<file path="src/rtl/stage_memory_if.sv">
// Data-memory bus between the memory stage (master) and the data memory (slave).
// Request is held until a one-cycle ready; rdata is valid together with ready.
interface stage_memory_if;
  logic        out_mem_req;
  logic        out_mem_we;
  logic [31:0] out_mem_addr;
  logic [31:0] out_mem_wdata;
  logic [3:0]  out_mem_wstrb;
  logic        in_mem_ready;
  logic [31:0] in_mem_rdata;

  modport master (
    output out_mem_req, out_mem_we, out_mem_addr, out_mem_wdata, out_mem_wstrb,
    input  in_mem_ready, in_mem_rdata
  );
  modport slave (
    input  out_mem_req, out_mem_we, out_mem_addr, out_mem_wdata, out_mem_wstrb,
    output in_mem_ready, in_mem_rdata
  );
endinterface

</file>
<file path="src/rtl/stage_memory.sv">
// Pipeline memory stage: aligned loads/stores over a request/ready bus with stall,
// load extension, and one-cycle exceptions for misalignment and bus timeout.
module stage_memory #(
  parameter int TIMEOUT = 255
) (
  input  logic        clk,
  input  logic        reset,
  input  logic [31:0] in_alu_out,
  input  logic [31:0] in_mem_in_data,
  input  logic [2:0]  in_funct3,
  input  logic        in_mem_read,
  input  logic        in_mem_write,
  input  logic [4:0]  in_rd,
  input  logic        in_mem_to_reg,
  input  logic        in_write_enable,
  stage_memory_if.master mem,
  output logic        out_stall,
  output logic [31:0] out_read_data,
  output logic [31:0] out_alu_out,
  output logic [4:0]  out_rd,
  output logic        out_mem_to_reg,
  output logic        out_write_enable,
  output logic        out_exception,
  output logic [1:0]  out_exc_cause
);

  localparam int CW = (TIMEOUT > 1) ? $clog2(TIMEOUT + 1) : 1;
  localparam logic [CW-1:0] TO_LAST = CW'(TIMEOUT);

  typedef enum logic [1:0] {IDLE, BUSY, DONE} state_t;
  state_t state, state_nxt;

  logic [31:0]   addr_q, wdata_q, rdata_q;
  logic [3:0]    wstrb_q;
  logic          we_q, tmo_q;
  logic [2:0]    funct3_q;
  logic [1:0]    lane_q;
  logic [CW-1:0] cnt;

  logic        access, misaligned, timeout_hit, start;
  logic [31:0] wdata_lane, rdata_shift, rdata_ext;
  logic [3:0]  wstrb_lane;

  assign access     = in_mem_read | in_mem_write;
  assign misaligned = ((in_funct3[1:0] == 2'b01) && in_alu_out[0]) ||
                      ((in_funct3[1:0] == 2'b10) && (in_alu_out[1:0] != 2'b00));
  // Counter holds (BUSY cycles - 1), so this fires in the TIMEOUT-th BUSY cycle.
  assign timeout_hit = (TIMEOUT != 0) && ((cnt + CW'(1)) == TO_LAST);

  // Store data replicated to every lane; strobes select the lanes actually written.
  always_comb begin
    wdata_lane = in_mem_in_data;
    wstrb_lane = 4'b1111;
    case (in_funct3[1:0])
      2'b00: begin
        wdata_lane = {4{in_mem_in_data[7:0]}};
        wstrb_lane = 4'b0001 << in_alu_out[1:0];
      end
      2'b01: begin
        wdata_lane = {2{in_mem_in_data[15:0]}};
        wstrb_lane = in_alu_out[1] ? 4'b1100 : 4'b0011;
      end
      default: ;
    endcase
    if (!in_mem_write) wstrb_lane = 4'b0000;
  end

  always_comb begin
    rdata_shift = mem.in_mem_rdata >> {lane_q, 3'b000};
    case (funct3_q)
      3'b000:  rdata_ext = {{24{rdata_shift[7]}},  rdata_shift[7:0]};
      3'b001:  rdata_ext = {{16{rdata_shift[15]}}, rdata_shift[15:0]};
      3'b100:  rdata_ext = {24'b0, rdata_shift[7:0]};
      3'b101:  rdata_ext = {16'b0, rdata_shift[15:0]};
      default: rdata_ext = rdata_shift;
    endcase
  end

  always_ff @(posedge clk or posedge reset) begin
    if (reset) state <= IDLE;
    else       state <= state_nxt;
  end

  always_comb begin
    state_nxt     = state;
    out_stall     = 1'b0;
    out_exception = 1'b0;
    out_exc_cause = 2'b00;
    start         = 1'b0;
    case (state)
      IDLE: begin
        if (access) begin
          if (misaligned) begin
            out_exception = 1'b1;
            out_exc_cause = in_mem_read ? 2'b01 : 2'b10;
          end else begin
            out_stall = 1'b1;
            start     = 1'b1;
            state_nxt = BUSY;
          end
        end
      end
      BUSY: begin
        out_stall = 1'b1;
        if (mem.in_mem_ready || timeout_hit) state_nxt = DONE;
      end
      DONE: begin
        out_exception = tmo_q;
        out_exc_cause = tmo_q ? 2'b11 : 2'b00;
        state_nxt     = IDLE;
      end
      default: state_nxt = IDLE;
    endcase
  end

  always_ff @(posedge clk or posedge reset) begin
    if (reset) begin
      addr_q   <= '0;
      wdata_q  <= '0;
      wstrb_q  <= '0;
      we_q     <= 1'b0;
      funct3_q <= '0;
      lane_q   <= '0;
      cnt      <= '0;
      rdata_q  <= '0;
      tmo_q    <= 1'b0;
    end else if (start) begin
      addr_q   <= {in_alu_out[31:2], 2'b00};
      wdata_q  <= wdata_lane;
      wstrb_q  <= wstrb_lane;
      we_q     <= in_mem_write;
      funct3_q <= in_funct3;
      lane_q   <= in_alu_out[1:0];
      cnt      <= '0;
      rdata_q  <= '0;
      tmo_q    <= 1'b0;
    end else if (state == BUSY) begin
      cnt <= cnt + CW'(1);
      // Ready has priority over a coincident timeout.
      if (mem.in_mem_ready) begin
        if (!we_q) rdata_q <= rdata_ext;
      end else if (timeout_hit) begin
        tmo_q <= 1'b1;
      end
    end
  end

  assign mem.out_mem_req   = (state == BUSY);
  assign mem.out_mem_we    = we_q;
  assign mem.out_mem_addr  = addr_q;
  assign mem.out_mem_wdata = wdata_q;
  assign mem.out_mem_wstrb = wstrb_q;

  assign out_read_data    = (state == DONE) ? rdata_q : 32'h0;
  assign out_alu_out      = in_alu_out;
  assign out_rd           = in_rd;
  assign out_mem_to_reg   = in_mem_to_reg;
  assign out_write_enable = in_write_enable & ~out_exception;

endmodule

</file>
<file path="src/flat_wrapper.sv">
// flat-port wrapper written by rule: the top's interface ports become plain ports
module stage_memory_flat 
#(
  parameter int TIMEOUT = 255
)
  (clk, reset, in_alu_out, in_mem_in_data, in_funct3, in_mem_read, in_mem_write, in_rd, in_mem_to_reg, in_write_enable, out_stall, out_read_data, out_alu_out, out_rd, out_mem_to_reg, out_write_enable, out_exception, out_exc_cause, mem_out_mem_req, mem_out_mem_we, mem_out_mem_addr, mem_out_mem_wdata, mem_out_mem_wstrb, mem_in_mem_ready, mem_in_mem_rdata);
  stage_memory_if mem_i ();
  input  logic clk;
  input  logic reset;
  input  logic [31:0] in_alu_out;
  input  logic [31:0] in_mem_in_data;
  input  logic [2:0] in_funct3;
  input  logic in_mem_read;
  input  logic in_mem_write;
  input  logic [4:0] in_rd;
  input  logic in_mem_to_reg;
  input  logic in_write_enable;
  output logic out_stall;
  output logic [31:0] out_read_data;
  output logic [31:0] out_alu_out;
  output logic [4:0] out_rd;
  output logic out_mem_to_reg;
  output logic out_write_enable;
  output logic out_exception;
  output logic [1:0] out_exc_cause;
  output wire logic [$bits(mem_i.out_mem_req)-1:0] mem_out_mem_req;
  output wire logic [$bits(mem_i.out_mem_we)-1:0] mem_out_mem_we;
  output wire logic [$bits(mem_i.out_mem_addr)-1:0] mem_out_mem_addr;
  output wire logic [$bits(mem_i.out_mem_wdata)-1:0] mem_out_mem_wdata;
  output wire logic [$bits(mem_i.out_mem_wstrb)-1:0] mem_out_mem_wstrb;
  input wire logic [$bits(mem_i.in_mem_ready)-1:0] mem_in_mem_ready;
  input wire logic [$bits(mem_i.in_mem_rdata)-1:0] mem_in_mem_rdata;
  assign mem_out_mem_req = mem_i.out_mem_req;
  assign mem_out_mem_we = mem_i.out_mem_we;
  assign mem_out_mem_addr = mem_i.out_mem_addr;
  assign mem_out_mem_wdata = mem_i.out_mem_wdata;
  assign mem_out_mem_wstrb = mem_i.out_mem_wstrb;
  assign mem_i.in_mem_ready = mem_in_mem_ready;
  assign mem_i.in_mem_rdata = mem_in_mem_rdata;
  stage_memory #(.TIMEOUT(TIMEOUT)) u_core (.clk(clk), .reset(reset), .in_alu_out(in_alu_out), .in_mem_in_data(in_mem_in_data), .in_funct3(in_funct3), .in_mem_read(in_mem_read), .in_mem_write(in_mem_write), .in_rd(in_rd), .in_mem_to_reg(in_mem_to_reg), .in_write_enable(in_write_enable), .mem(mem_i), .out_stall(out_stall), .out_read_data(out_read_data), .out_alu_out(out_alu_out), .out_rd(out_rd), .out_mem_to_reg(out_mem_to_reg), .out_write_enable(out_write_enable), .out_exception(out_exception), .out_exc_cause(out_exc_cause));
endmodule
</file>
<file path="config.mk">
export PLATFORM = sky130hd
export DESIGN_NAME = stage_memory_flat
export DESIGN_NICKNAME = d
export VERILOG_FILES = /design/src/rtl/stage_memory_if.sv /design/src/rtl/stage_memory.sv /design/src/flat_wrapper.sv
export SDC_FILE = /design/constraint.sdc
export NUM_CORES = 1
export LEC_CHECK = 0
export CAP_MARGIN = 30
export CORE_AREA = 10 10 129 131
export CTS_BUF_LIST = sky130_fd_sc_hd__clkbuf_8 sky130_fd_sc_hd__clkbuf_16
export DETAILED_ROUTE_END_ITERATION = 10
export DIE_AREA = 0 0 139 141
export GPL_ROUTABILITY_DRIVEN = 0
export PLACE_DENSITY_LB_ADDON = 0.1
export SKIP_LAST_GASP = 1
export SYNTH_ARGS = -nofsm -noshare
export SYNTH_HDL_FRONTEND = slang
export SYNTH_SLANG_ARGS = --single-unit
</file>
<file path="constraint.sdc">
create_clock -name clk -period 4.7 [get_ports clk]
set_input_delay 0.94 -clock clk [delete_from_list [all_inputs] [get_ports clk]]
set_output_delay 0.94 -clock clk [all_outputs]
set_load 0.1 [all_outputs]
</file>
**Port wiring**

Scale bar: 50 um.
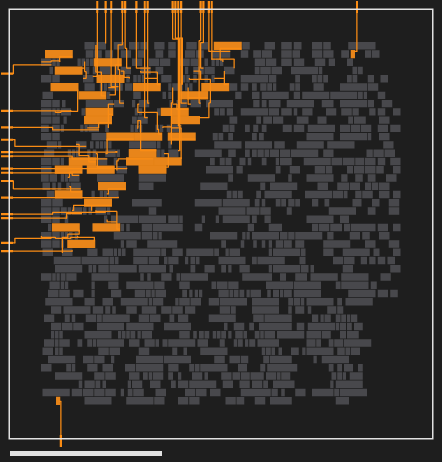
port	color	direction	edge	end cells	wire
`mem_out_mem_addr`	orange	output	17 top, 14 left, 1 bottom	32	1260 um
count of port buffers added during placement: 241
io pins: 256

**Routed clock nets over the placement**

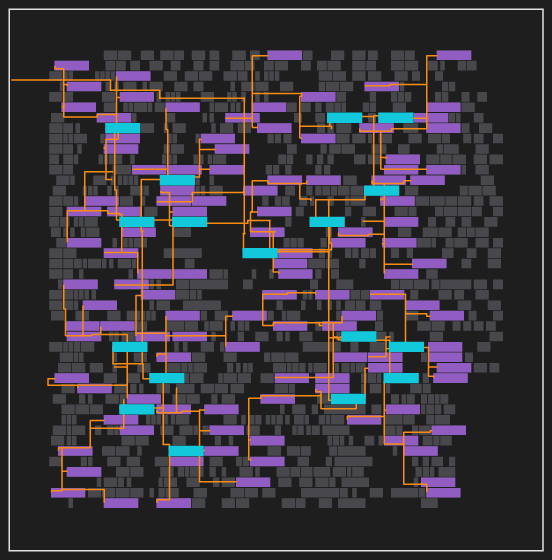
[cells driving clock nets] cyan | count: 17
[clock wires] orange | length: 1600 um
[flip-flops] purple | count: 115
routed clock nets	18
flops lie	all over the die

**Routing congestion map**

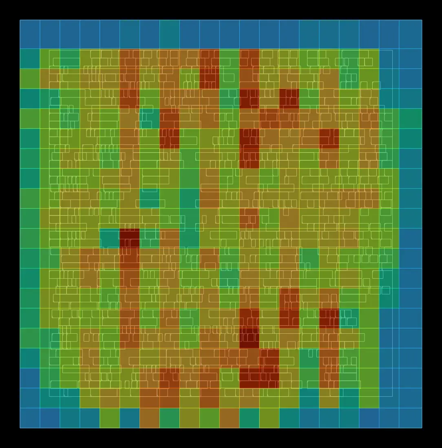
post-layout util: 61.5%
per-cell routed wire length: 19.0 um
met2 Usage GRT: 32.5%

**Sequential cells colored by netlist name**

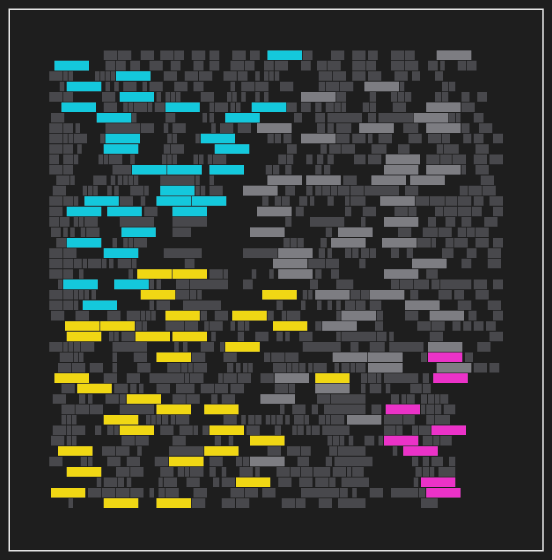
signal	color	sequential cells
`u_core.mem.out_mem_addr`	cyan	30
`u_core.mem.out_mem_wdata`	yellow	32
`u_core.cnt`	magenta	8
not colored	45
Power Sequential: 0.00171 W
Sequential Area: 2880 sq um

==> COMMIT_EDITMSG <==
Refresh implementation metrics

- The run finished with clean final reports.
- Tightest hold margin: 0.471 ns
* Clock H-tree levels: 4
* Final-report max-slew violation count: 0
- GR met1 Demand/Resource: 21.8%
- Share of final layout cell area taken by clock buffers and inverters: 6.43%
- Commonest cells in the netlist: 160 x sky130_fd_sc_hd__nand2_1, 115 x sky130_fd_sc_hd__dfrtp_1, 48 x sky130_fd_sc_hd__o21ai_0, 40 x sky130_fd_sc_hd__buf_4, 39 x sky130_fd_sc_hd__mux2i_1
- Fill cells: 1235
* Count of vias placed by the detailed router: around 5200
- CTS tree: done
- Total negative slack for setup checks: 0 ns
- Dpl cell area: 8150 sq um
* Class of the most critical setup path: input pin to output port
- Fraction of layout instances using a drive strength above 1: 15.6%
- Number of synthesized flops with an enable pin: 0
- Number of tap cells added at floorplan: 184
- Subtracting the final worst setup slack from the clock period gives 4.09 ns.
* Longest Clk Path Bufs: 2
- Final worst clock skew: roughly 0.0077 ns
- Share of the cycle needed by the critical path after routing: between 80 and 90%
- Number of buffers inserted by hold repair at cts: 0
- Nature of the critical path startpoint: input pin
- Die H: 141 um
* Hold Path Sink: u_core.mem.out_mem_addr[14]
- Measured on the final layout, buffering overhead outside the clock network stands at 28.5%.
* Placeable core region: 14200 sq um
- After floorplanning, the die was sized to cover 19600 sq um.
* Average via count per standard cell: 5.07
- The via count of the first global-routing pass is 5573.
* Pre-CTS WS: 0.609 ns
- The top cell type in the final layout, fill and taps aside, is sky130_fd_sc_hd__clkdlybuf4s50_1.
* Area fraction in full adders, half adders and majority gates: less than 1%
- The layout has 255 buffers outside the clock class.
- Ys async rst share: 100%
- Number of cell rows: 44
- For this run, design rule violations remaining after detail routing come to 0.
* Setup repair after global routing missed its margin: false
* Flip-flop and latch share of the layout cell area: 32.9%
- The number of cells on the worst hold path is listed as 2.
- Flip-flops: around 120
* Top FF cell, synth: sky130_fd_sc_hd__dfrtp_1
- Based on the critical path, the design can be clocked at up to around 240 MHz.
- The worst setup path is captured at an output port.
* Start of the worst register-to-register path: u_core.state[1]
- Largest net degree at the start of global routing: 105
- PostCTS Resize Cnt: 0
- Wl on met1: between 7000 and 8000 um
- Slew Limit Headroom: around 31%
- Global routing used 7.42% of the available met3 tracks.
- Max rail drop VDD: 0.569 mV
* Area reported by Yosys stat: 5900 sq um
* Number of cells after detailed placement: 998
- The final timing report lists a hold violation count of 0.
* Comb. cell area: 2550 sq um
- Remaining antenna violation count after routing: 0
- Global-route wire length before repair: around 31000 um
- Total Nets Final: 947
- Uppermost signal routing layer after detailed routing: met5
* Proportion of synthesized area in mux cells: 8.52%
- Number of clock buffer instances in the layout: 22
- In the layout the tool counted multi-input logic cells amounting to about 440.
- The routed design uses around 1500 um of met3 wire.
- Clock latency of the later-clocked register in the worst-skew pair: 0.41 ns
- Detailed-router iteration count before antenna repair: 4
- CTS Root Buffer Type: sky130_fd_sc_hd__clkbuf_16
* Synth Cell Area: roughly 6000 sq um
- The report counts max-capacitance violations totalling 0.
* TritonCTS buffer count: 17
- Grouping stages by cell kind, the critical path spends the most delay in buffers and inverters.
* Least-Margin Pin Slew: 1.04 ns
- Cell class ranked first by area: flip-flops and latches
- Number of antenna violations at the first check in global routing: 1
* Count of cell types in the netlist: 46
* Worst EP arrival: 3.15 ns
* Worst hold-check path type: register to register
- For the completed layout, the total cell area is recorded as 8740 sq um.
* Multi-input logic portion of the cell area: 29.2%
* Top cell type by instance count after synthesis: sky130_fd_sc_hd__nand2_1
- Width of the die: 139 um
- Largest logic family: simple AND/OR/NAND/NOR gates
* Area Overhead vs Synth: 48.0%
- Power consumption: 0.00740 W
- Yosys reports that the leading cell type by area covers 48.7% of the netlist area.
- Simple-gate share of the synthesized area: 20.1%
- In this run the most critical hold path is launched from u_core.mem.out_mem_addr[14].
- Detailed placement HPWL: 14700 um
- In this run the worst path has a maximum fanout of 4.
- CTS saw around 120 sinks.
* Xor and xnor area share after synthesis: 0.445%
* Ant. Diodes: 0
- Cells after Synth: 642
- Global routing used 19.3% of the available tracks across all layers.
- Logic depth along the worst register-to-register path is recorded as 5.
- The leakage power in the latest report is 4.12 nW.
- Per the repair_timing log after CTS, setup buffers inserted total 0.
- The slowest stage of the critical path is the sky130_fd_sc_hd__or4b_2 cell.
- According to the timing report, the data required time at the worst endpoint equals 3.76 ns.
- Post-route worst setup slack: 0.607 ns
==> worst max path at each step <==
stage                 startpoint          endpoint  slack [ns]  depth (start not counted)
floorplan           in_funct3[1]  out_exc_cause[1]        0.07                          5
detailed placement  in_funct3[1]  out_exc_cause[1]        0.61                          6
global placement    in_funct3[0]  out_exc_cause[1]        0.64                          6
finish              in_funct3[1]  out_exc_cause[1]        0.61                          6
CTS                 in_funct3[1]  out_exc_cause[1]        0.61                          6
global route        in_funct3[1]  out_exc_cause[1]        0.45                          6
==> where the power goes <==
part | internal [W] | total (W) | switching [W]
logic | 0.00112 | 0.00448 | 0.00335
clock network | 0.000781 | 0.00121 | 0.000427
registers | 0.00144 | 0.00171 | 0.000268
Power is estimated from default activity; no workload was simulated.
